--- config.mk ---
export PLATFORM = sky130hd
export DESIGN_NAME = priv_ret_ctrl
export DESIGN_NICKNAME = d
export VERILOG_FILES = /design/src/rtl/priv_ret_ctrl.sv
export SDC_FILE = /design/constraint.sdc
export NUM_CORES = 1
export LEC_CHECK = 0
export CORE_AREA = 2 2 55 57
export CTS_CLUSTER_DIAMETER = 120
export DETAILED_ROUTE_END_ITERATION = 8
export DIE_AREA = 0 0 57 59
export PLACE_DENSITY = 0.76
export SETUP_SLACK_MARGIN = 0.2
export SLEW_MARGIN = 20
export SYNTH_ARGS = -nofsm -noshare
export SYNTH_HDL_FRONTEND = slang
export SYNTH_SLANG_ARGS = --single-unit
--- constraint.sdc ---
create_clock -name clk -period 2.3 [get_ports clk]
set_input_delay 0.345 -clock clk [delete_from_list [all_inputs] [get_ports clk]]
set_output_delay 0.345 -clock clk [all_outputs]
set_load 0.005 [all_outputs]
--- src/rtl/priv_ret_ctrl.sv ---
// Privileged-return / WFI controller: decodes SRET/MRET/WFI, checks privilege,
// runs the CSR stack-pop handshake with timeout and issues a one-cycle PC redirect.
module priv_ret_ctrl #(
    parameter logic        HAS_S       = 1'b1,
    parameter logic        HAS_U       = 1'b1,
    parameter int unsigned ACK_TIMEOUT = 16
) (
    input  logic        clk,
    input  logic        rst,
    input  logic        instr_valid,
    input  logic [6:0]  opcode,
    input  logic [2:0]  funct3,
    input  logic [11:0] imm_i,
    input  logic [1:0]  cur_priv,
    input  logic        mstatus_tsr,
    input  logic        mstatus_tw,
    input  logic [1:0]  mstatus_mpp,
    input  logic        mstatus_spp,
    input  logic        irq_pending,
    input  logic        kill,
    input  logic        csr_ack,
    output logic        ret_req,
    output logic        ret_is_mret,
    output logic        redirect_valid,
    output logic [1:0]  new_priv,
    output logic        illegal_pulse,
    output logic        fault_pulse,
    output logic        wfi_active,
    output logic        stall
);

    localparam int unsigned CW = $clog2(ACK_TIMEOUT + 1);
    localparam logic [CW-1:0] CNT_LAST = CW'(ACK_TIMEOUT - 1);

    localparam logic [1:0] IDLE = 2'd0;
    localparam logic [1:0] REQ  = 2'd1;
    localparam logic [1:0] DONE = 2'd2;
    localparam logic [1:0] WFI  = 2'd3;

    localparam logic [1:0] PRIV_U = 2'b00;
    localparam logic [1:0] PRIV_S = 2'b01;
    localparam logic [1:0] PRIV_M = 2'b11;

    logic [1:0]    state;
    logic [CW-1:0] cnt;
    logic [1:0]    tgt_priv;

    logic is_sys, is_sret, is_mret, is_wfi;
    logic in_m, in_s;
    logic sret_ok, mret_ok, wfi_ok;

    // Target privilege is captured at decode, before the CSR pop rewrites MPP/SPP.
    function automatic logic [1:0] clamp_mpp(input logic [1:0] mpp);
        logic [1:0] lowest;
        lowest = HAS_U ? PRIV_U : (HAS_S ? PRIV_S : PRIV_M);
        case (mpp)
            2'b11:   clamp_mpp = PRIV_M;
            2'b10:   clamp_mpp = lowest;
            2'b01:   clamp_mpp = HAS_S ? PRIV_S : (HAS_U ? PRIV_U : PRIV_M);
            default: clamp_mpp = HAS_U ? PRIV_U : PRIV_M;
        endcase
    endfunction

    always_comb begin
        is_sys  = instr_valid && (opcode == 7'b1110011) && (funct3 == 3'b000);
        is_sret = is_sys && (imm_i == 12'h102);
        is_mret = is_sys && (imm_i == 12'h302);
        is_wfi  = is_sys && (imm_i == 12'h105);
        in_m    = (cur_priv == PRIV_M);
        in_s    = (cur_priv == PRIV_S);
        sret_ok = HAS_S && (in_m || (in_s && !mstatus_tsr));
        mret_ok = in_m;
        wfi_ok  = in_m || (in_s && !mstatus_tw);
    end

    assign stall = (state != IDLE);

    always_ff @(posedge clk) begin
        if (rst) begin
            state          <= IDLE;
            cnt            <= '0;
            tgt_priv       <= PRIV_M;
            ret_req        <= 1'b0;
            ret_is_mret    <= 1'b0;
            redirect_valid <= 1'b0;
            new_priv       <= PRIV_M;
            illegal_pulse  <= 1'b0;
            fault_pulse    <= 1'b0;
            wfi_active     <= 1'b0;
        end else begin
            illegal_pulse  <= 1'b0;
            fault_pulse    <= 1'b0;
            redirect_valid <= 1'b0;
            if (kill) begin
                state      <= IDLE;
                ret_req    <= 1'b0;
                wfi_active <= 1'b0;
                cnt        <= '0;
            end else begin
                case (state)
                    IDLE: begin
                        if ((is_sret && sret_ok) || (is_mret && mret_ok)) begin
                            state       <= REQ;
                            ret_req     <= 1'b1;
                            ret_is_mret <= is_mret;
                            cnt         <= '0;
                            tgt_priv    <= is_mret ? clamp_mpp(mstatus_mpp)
                                                   : (mstatus_spp ? PRIV_S : PRIV_U);
                        end else if (is_wfi && wfi_ok) begin
                            state      <= WFI;
                            wfi_active <= 1'b1;
                        end else if (is_sret || is_mret || is_wfi) begin
                            illegal_pulse <= 1'b1;
                        end
                    end
                    REQ: begin
                        if (csr_ack) begin
                            new_priv <= tgt_priv;
                            state    <= DONE;
                            ret_req  <= 1'b0;
                        end else if (cnt == CNT_LAST) begin
                            fault_pulse <= 1'b1;
                            state       <= IDLE;
                            ret_req     <= 1'b0;
                            cnt         <= '0;
                        end else begin
                            cnt <= cnt + CW'(1);
                        end
                    end
                    DONE: begin
                        redirect_valid <= 1'b1;
                        state          <= IDLE;
                    end
                    default: begin
                        if (irq_pending) begin
                            state      <= IDLE;
                            wfi_active <= 1'b0;
                        end
                    end
                endcase
            end
        end
    end

endmodule
M1 wires:
Scale: 6 px per um. Cells faint in the background.
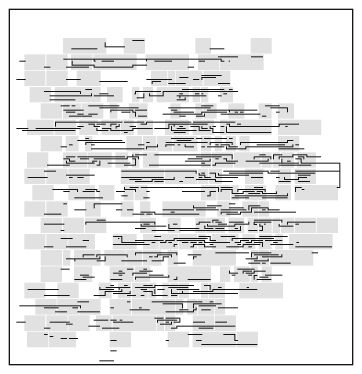
main direction: horizontal
share of all routed wire: 40%
nets with wire on the layer: 199
Via Count: 1350
M1 GR Usage: 26.08%
Routed Wire Length: 3366 um

==> flow_metrics.tcl <==
# collected from the flow reports
set metrics [dict create \
    outcome "complete, no violations" \
    cts_root_buf "clkbuf_4" \
    syn_inst 136 \
    critPathTopFamily "simple AND/OR/NAND/NOR gates" \
    path_buffers 1 \
    p_leak_nw 0.6233 \
    ant_nets 0 \
    fin_ws_ns 0.3100 \
    met3_usage_pct 3.057 \
    cap_violations 0 \
    cp_num_cells 5 \
    ys_ff 17 \
    syn_area_um2 1157 \
    synthToLayoutAreaGrowth_pct 49.08 \
    powerDensity_nw_per_um2 330.6 \
    hold-worst-slack_ns 0.4827 \
    cts.sinks 17 \
    worstPathCellList "clkdlybuf4s50_1 > nor3b_2 > or2b_1 > or4_4 > o41a_1" \
    ys_cells 136 \
    gp_congestion 0.8392 \
    final_cell_area_um2 1725 \
    h-tree-depth 1 \
    critPathCapture "tgt_priv[0]" \
    grt_pass1_vias 1289 \
    seq_power_share_pct 51.6 \
    top_cell "dfxtp_1" \
    final_nets 228 \
    setup_tns_ns 0 \
    largest_area_cell "dfxtp_1" \
    seq-power_mw 0.294 \
    powerComb_mw 0.103 \
    topRoutingLayerUsed "met4" \
    ys_sh_simple_pct 38.27 \
    logic_family "simple AND/OR/NAND/NOR gates" \
    finalPower_mw 0.5704 \
    seq_cells 17 \
    die_w_um 57 \
    antenna_cells 0 \
    crit_type "input pin to flip-flop" \
    wire_per_inst_um 15.37 \
    cp_slowest_stage_delay_ns 0.52 \
    edf_count 0 \
    synthMuxAreaShare_pct 0 \
    dp_slack_ns -0.08550 \
    io_pins 44 \
    io_buffers 43 \
    hold_end "cnt[4]" \
    die_y_um 59 \
    min_path_type "flip-flop to flip-flop" \
    yosysSeqAreaShare_pct 29.41 \
    maxPowerGroup "registers" \
    arrival_ns 2.19 \
    start_kind "input pin" \
    setup_violations 0 \
    period_needed_ns 1.990 \
    crit_fanout 3 \
    cpMaxStageDelayCell "or4_4" \
    grt_pass1_wl_um 5637 \
    layout.cells.most_common "clkdlybuf4s50_1" \
    r2r-end "state[1]" \
    drc 0 \
    async_flop_share_pct 0 \
    nonClkBufAreaFrac_pct 29.44 \
    switching_share_pct 24.65 \
    gr-max-usage-layer "met2" \
    rsz0062_at_grt "false" \
    grt_usage_pct 21.52 \
    fmaxAchievable_ghz 0.5025 \
    clockBufferCount 4 \
    core_um2 2710 \
    p_clk_mw 0.174 \
    antenna_found_initial 0 \
    pwr-share-comb_pct 18.0 \
    largest-register "cnt" \
    ys_warn_count 0 \
    place_inst 215 \
    finalCritPeriodShare_pct 86.52 \
    largest_reg_flops 5 \
]
Metal 2:
Scale: 8 px per um.
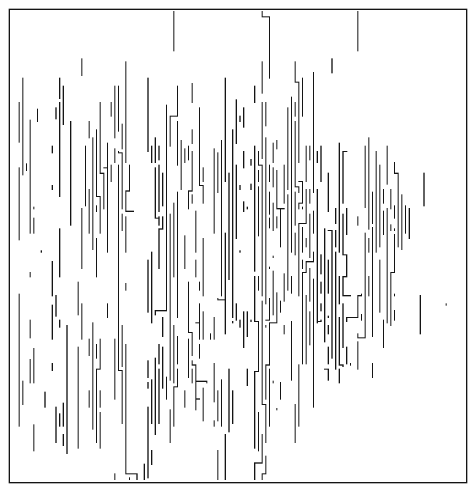
nets with wire on the layer: 200
share of all routed wire: 49%
main direction: vertical
wire length on this layer: 1660 um
met2 Resource Use GR: 36.78%

No activity file was given, so power comes from the tool's default toggle rates.
